===== config.mk =====
export PLATFORM = sky130hd
export DESIGN_NAME = axis_pkt_arbiter
export DESIGN_NICKNAME = d
export VERILOG_FILES = /design/src/rtl/axis_arb_pkg.sv /design/src/rtl/axis_out_reg.sv /design/src/rtl/axis_pkt_arbiter.sv
export SDC_FILE = /design/constraint.sdc
export NUM_CORES = 1
export LEC_CHECK = 0
export ABC_AREA = 1
export CORE_MARGIN = 5
export CORE_UTILIZATION = 50
export CTS_BUF_LIST = sky130_fd_sc_hd__clkbuf_16
export CTS_CLUSTER_SIZE = 28
export DETAILED_ROUTE_END_ITERATION = 8
export PLACE_DENSITY = 0.88
export SYNTH_ARGS = -nofsm -noshare
export SYNTH_HDL_FRONTEND = slang
export SYNTH_SLANG_ARGS = --single-unit

===== constraint.sdc =====
create_clock -name clk -period 4.31 [get_ports clk]
set_input_delay 1.0775 -clock clk [delete_from_list [all_inputs] [get_ports clk]]
set_output_delay 1.0775 -clock clk [all_outputs]
set_load 0.01 [all_outputs]

===== src/rtl/axis_arb_pkg.sv =====
// Shared types and helpers for the packet-level AXI-stream arbiter.
package axis_arb_pkg;

  typedef enum logic [1:0] {
    IDLE  = 2'd0,
    PKT   = 2'd1,
    DRAIN = 2'd2
  } arb_state_e;

  function automatic int unsigned clog2_min1(input int unsigned n);
    return (n <= 2) ? 1 : $clog2(n);
  endfunction

  // First set request strictly after 'last', wrapping modulo n (n <= 8).
  function automatic int unsigned rr_next(input logic [7:0] req,
                                          input int unsigned last,
                                          input int unsigned n);
    int unsigned pick;
    int unsigned idx;
    logic [2:0]  idx3;
    pick = last;
    for (int unsigned k = n; k > 0; k--) begin
      idx  = (last + k) % n;
      idx3 = 3'(idx);
      if (req[idx3]) pick = idx;
    end
    return pick;
  endfunction

endpackage


===== src/rtl/axis_out_reg.sv =====
// Single-stage registered stream output; loads whenever empty or drained downstream.
module axis_out_reg #(
  parameter int unsigned DataWidth = 16,
  parameter int unsigned SrcWidth  = 1
) (
  input  logic                 clk,
  input  logic                 rst,
  input  logic                 ld_valid,
  input  logic [DataWidth-1:0] ld_data,
  input  logic                 ld_last,
  input  logic [SrcWidth-1:0]  ld_src,
  input  logic                 m_ready,
  output logic [DataWidth-1:0] m_data,
  output logic                 m_valid,
  output logic                 m_last,
  output logic [SrcWidth-1:0]  m_src,
  output logic                 load_en
);

  assign load_en = !m_valid || m_ready;

  always_ff @(posedge clk) begin
    if (rst) begin
      m_data  <= '0;
      m_valid <= 1'b0;
      m_last  <= 1'b0;
      m_src   <= '0;
    end else if (load_en) begin
      m_valid <= ld_valid;
      m_last  <= ld_valid && ld_last;
      if (ld_valid) begin
        m_data <= ld_data;
        m_src  <= ld_src;
      end
    end
  end

endmodule


===== src/rtl/axis_pkt_arbiter.sv =====
// Packet-locked round-robin arbiter feeding one registered AXI-stream output;
// over-long packets are cut at MAX_BEATS and their tail is drained.
module axis_pkt_arbiter
  import axis_arb_pkg::*;
#(
  parameter int unsigned DataWidth = 16,
  parameter int unsigned NUM_SRC   = 2,
  parameter int unsigned MAX_BEATS = 4096,
  parameter int unsigned SrcWidth  = clog2_min1(NUM_SRC),
  parameter int unsigned CntWidth  = $clog2(MAX_BEATS + 1)
) (
  input  logic                         clk,
  input  logic                         rst,
  input  logic [NUM_SRC*DataWidth-1:0] s_data,
  input  logic [NUM_SRC-1:0]           s_valid,
  input  logic [NUM_SRC-1:0]           s_last,
  output logic [NUM_SRC-1:0]           s_ready,
  output logic [DataWidth-1:0]         m_data,
  output logic                         m_valid,
  output logic                         m_last,
  input  logic                         m_ready,
  output logic [SrcWidth-1:0]          m_src,
  output logic [SrcWidth-1:0]          grant,
  output logic                         busy,
  output logic                         trunc
);

  arb_state_e           state;
  logic [SrcWidth-1:0]  grant_q;
  logic [SrcWidth-1:0]  last_grant;
  logic [CntWidth-1:0]  beat_cnt;
  logic                 trunc_q;

  logic [DataWidth-1:0] sel_data;
  logic                 sel_valid;
  logic                 sel_last;
  logic                 gnt_ready;
  logic                 accept;
  logic                 at_limit;
  logic                 load_en;
  logic [7:0]           req8;

  always_comb begin
    sel_data  = '0;
    sel_valid = 1'b0;
    sel_last  = 1'b0;
    for (int unsigned i = 0; i < NUM_SRC; i++) begin
      if (grant_q == SrcWidth'(i)) begin
        sel_data  = s_data[i*DataWidth +: DataWidth];
        sel_valid = s_valid[i];
        sel_last  = s_last[i];
      end
    end
  end

  // DRAIN swallows the tail independently of downstream backpressure.
  always_comb begin
    gnt_ready = 1'b0;
    if (!rst) begin
      if (state == PKT)        gnt_ready = load_en;
      else if (state == DRAIN) gnt_ready = 1'b1;
    end
  end

  always_comb begin
    s_ready = '0;
    for (int unsigned i = 0; i < NUM_SRC; i++) begin
      if (grant_q == SrcWidth'(i)) s_ready[i] = gnt_ready;
    end
  end

  always_comb begin
    req8 = '0;
    req8[NUM_SRC-1:0] = s_valid;
  end

  assign accept   = sel_valid && gnt_ready;
  assign at_limit = (beat_cnt == CntWidth'(MAX_BEATS - 1));

  always_ff @(posedge clk) begin
    if (rst) begin
      state      <= IDLE;
      grant_q    <= '0;
      last_grant <= SrcWidth'(NUM_SRC - 1);
      beat_cnt   <= '0;
      trunc_q    <= 1'b0;
    end else begin
      trunc_q <= 1'b0;
      case (state)
        IDLE: begin
          if (|s_valid) begin
            grant_q <= SrcWidth'(rr_next(req8, 32'(last_grant), NUM_SRC));
            state   <= PKT;
          end
        end
        PKT: begin
          if (accept) begin
            if (sel_last) begin
              last_grant <= grant_q;
              beat_cnt   <= '0;
              state      <= IDLE;
            end else if (at_limit) begin
              trunc_q <= 1'b1;
              state   <= DRAIN;
            end else begin
              beat_cnt <= beat_cnt + 1'b1;
            end
          end
        end
        DRAIN: begin
          if (accept && sel_last) begin
            last_grant <= grant_q;
            beat_cnt   <= '0;
            state      <= IDLE;
          end
        end
        default: state <= IDLE;
      endcase
    end
  end

  axis_out_reg #(
    .DataWidth(DataWidth),
    .SrcWidth (SrcWidth)
  ) u_out_reg (
    .clk     (clk),
    .rst     (rst),
    .ld_valid(accept && (state == PKT)),
    .ld_data (sel_data),
    .ld_last (sel_last || at_limit),
    .ld_src  (grant_q),
    .m_ready (m_ready),
    .m_data  (m_data),
    .m_valid (m_valid),
    .m_last  (m_last),
    .m_src   (m_src),
    .load_en (load_en)
  );

  assign grant = grant_q;
  assign busy  = (state != IDLE);
  assign trunc = trunc_q;

endmodule


Figure 1. Gate-type map.
(4 px per µm)
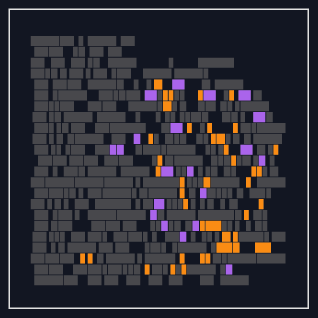
family	colour	cells
inverting AOI/OAI gates	purple	20
NOR gates	orange	41
Finished Layout Cells: 409
Comb area share: 0.4064
dominant logic cell type in the layout: nand2_1

Figure 2. Wiring by layer.
(6 px per µm)
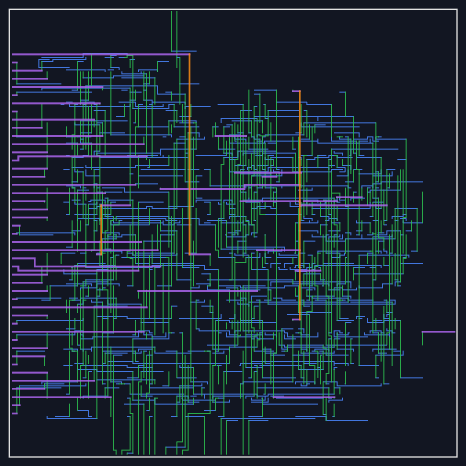
layer	colour	wire length
met2	green	2560 µm
met1	blue	2250 µm
met3	purple	572 µm
met4	orange	79.6 µm

Figure 3. Clock wires, drivers and flops.
(4 px per µm)
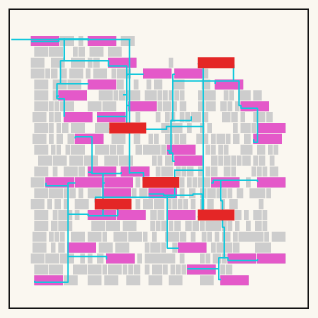
[flip-flops] magenta | count: 37
[clock wires] cyan | length: 535 µm
[cells driving clock nets] red | count: 5
routed clock nets	6
clock-net power: 0.359 mW
Worst Skew: 2.739 ps

Figure 4. PDN straps and rails.
(4 px per µm) Pins as bars on the die edge.
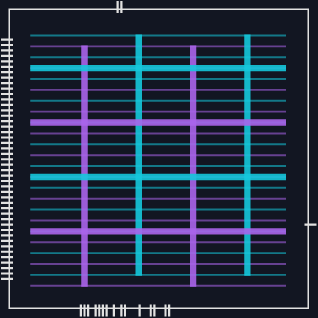
net	colour
VSS	purple
VDD	cyan
met4 straps	4
signal pins	63
rows	23
met5 straps	4
Die Wd: 74.38 µm
DIE HEIGHT: 74.38 µm
VDD IR max: 229.8 µV
Core Box Area: 4000 µm²

Figure 5. The clock network.
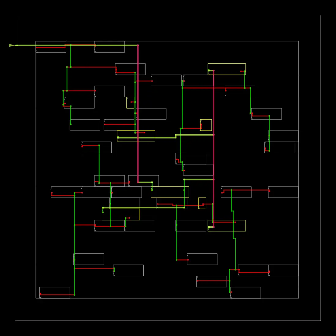
Flops: 37
clock sink total: 37
Latency at later pin: 280 ps
Num CTS Buffers: 5

==> results.txt <==
flow finished, numbers: antenna violations before repair=0, top cells by count=86 x nand2_1, 38 x nand3_1, 37 x dfxtp_1, GR Util met1=0.2525, startpoint types=primary input, Slew @ Worst Pin=between 700 and 800 ps, mux frac, synth=0, DIE AREA=5532 µm², Biggest register=u_out_reg.m_data, GRT Total Usage=0.2184, CTS Buffer Depth=2, Synth Warn #=0, PD cells=about 300 nW/µm², P&R area growth vs syn=37.74%, htree depth=2, setup violators final=0, GR peak layer=met2, clk cell area share=0.04998, final core utilization=0.7135, cell taking the most area after synthesis=dfxtp_1, met3 routed WL=~570 µm, Hold WC Path Type=reg -> reg, Area-dominant class=combinational gates, yosys adder share=0.006039, hold endpoint=u_out_reg.m_last, clock slew at reported path FFs=~60 ps, yosys cell count=~300, met2 wire length=around 2600 µm, Inverters excl. clock=28, crit-path cells=clkdlybuf4s50_1 -> nor2_1 -> nand2_1 -> nand2_1 -> nor2_1 -> inv_1 -> nor2_1 -> clkdlybuf4s50_1, max cap viols=0, Gate Area=about 1200 µm², Top-area cell share=0.3575, Synth top cell by count=nand2_1, setup slack, reg-to-reg=around 2000 ps, Routed Wire Length=about 5500 µm, Distinct cells, synth=29, most frequent cells in the layout=86 x nand2_1, 62 x clkdlybuf4s50_1, 38 x nand3_1, post-route ant nets=0, Placement Cell Area=about 2700 µm², Post-synth area hogs=dfxtp_1 36%, nand2_1 16%, nand3_1 9.2%, final total power=approximately 0.84 mW, setup TNS=0 ps, Synth Area in Compound Gates=0.1486, M2 GR Usage=0.3600, largest net degree at the start of global routing=37, hold_buf cts=0, Post-Syn Area=between 2000 and 2500 µm², area reported by Yosys stat=about 2100 µm², Setup crit end kind=output port, critical path fanouts, max=3, Clk network pwr share=0.427, Flop+latch power=0.357 mW, worst-case reg-to-reg path depth=8, Slowest-stage cell, CP=clkdlybuf4s50_1, Flop pwr share=0.424, EDFF count, synth=0, Hold Slack=between 400 and 500 ps, Via-to-Cell Ratio=~5.3, highest routed metal layer=met4, WHS Path Cells=2, DP Cell Count=between 400 and 500, IO Port Bufs=~62, Worst Path Buf+Inv=3, Top non-seq family=simple AND/OR/NAND/NOR gates, CTS tree=yes, switching share of total power=0.2556, CLK BUF=5, DRC viols=0, ys flop type=dfxtp_1, Logic pwr share=0.149, R2R Path End=u_out_reg.m_data[14], IO Pins=between 60 and 70, Largest register FFs=16, post-route minimum period=3663 ps, flop share of the area=0.2595, post-layout period usage=0.8499, vias=roughly 2200, Post-synth seq share=0.3575, Post-CTS Setup Repair Bufs=0, met3 usage=0.1014, clock root cell=clkbuf_16, worst setup path endpoint=s_ready[0], Crit path depth=8, Largest stage delay, worst path=approximately 550 ps, num rows=23, Pre-Place Util=0.5180, # nets final=398, Comb. pwr=about 0.13 mW, n_diodes=0, P_leak=between 1 and 1.5 nW, mean area per synthesized cell=6.976 µm², critical path class=in -> out, Largest Pwr Group=clock, crit path DAT=2590 ps, status=finished, final reports clean, Worst EP required=~3200 ps, Iteration-0 DRC Markers=149, syn nets=337, Placer Congestion=0.8668, CP most frequent cell=nor2_1, Setup crit start=m_ready, CP delay by family, top=buffers and inverters, vias in the first global route=roughly 2100, DR pass1 iterations=4, yosys simple share=0.4052, #MultiIn Comb=between 200 and 250
Power is estimated from default activity; no workload was simulated.
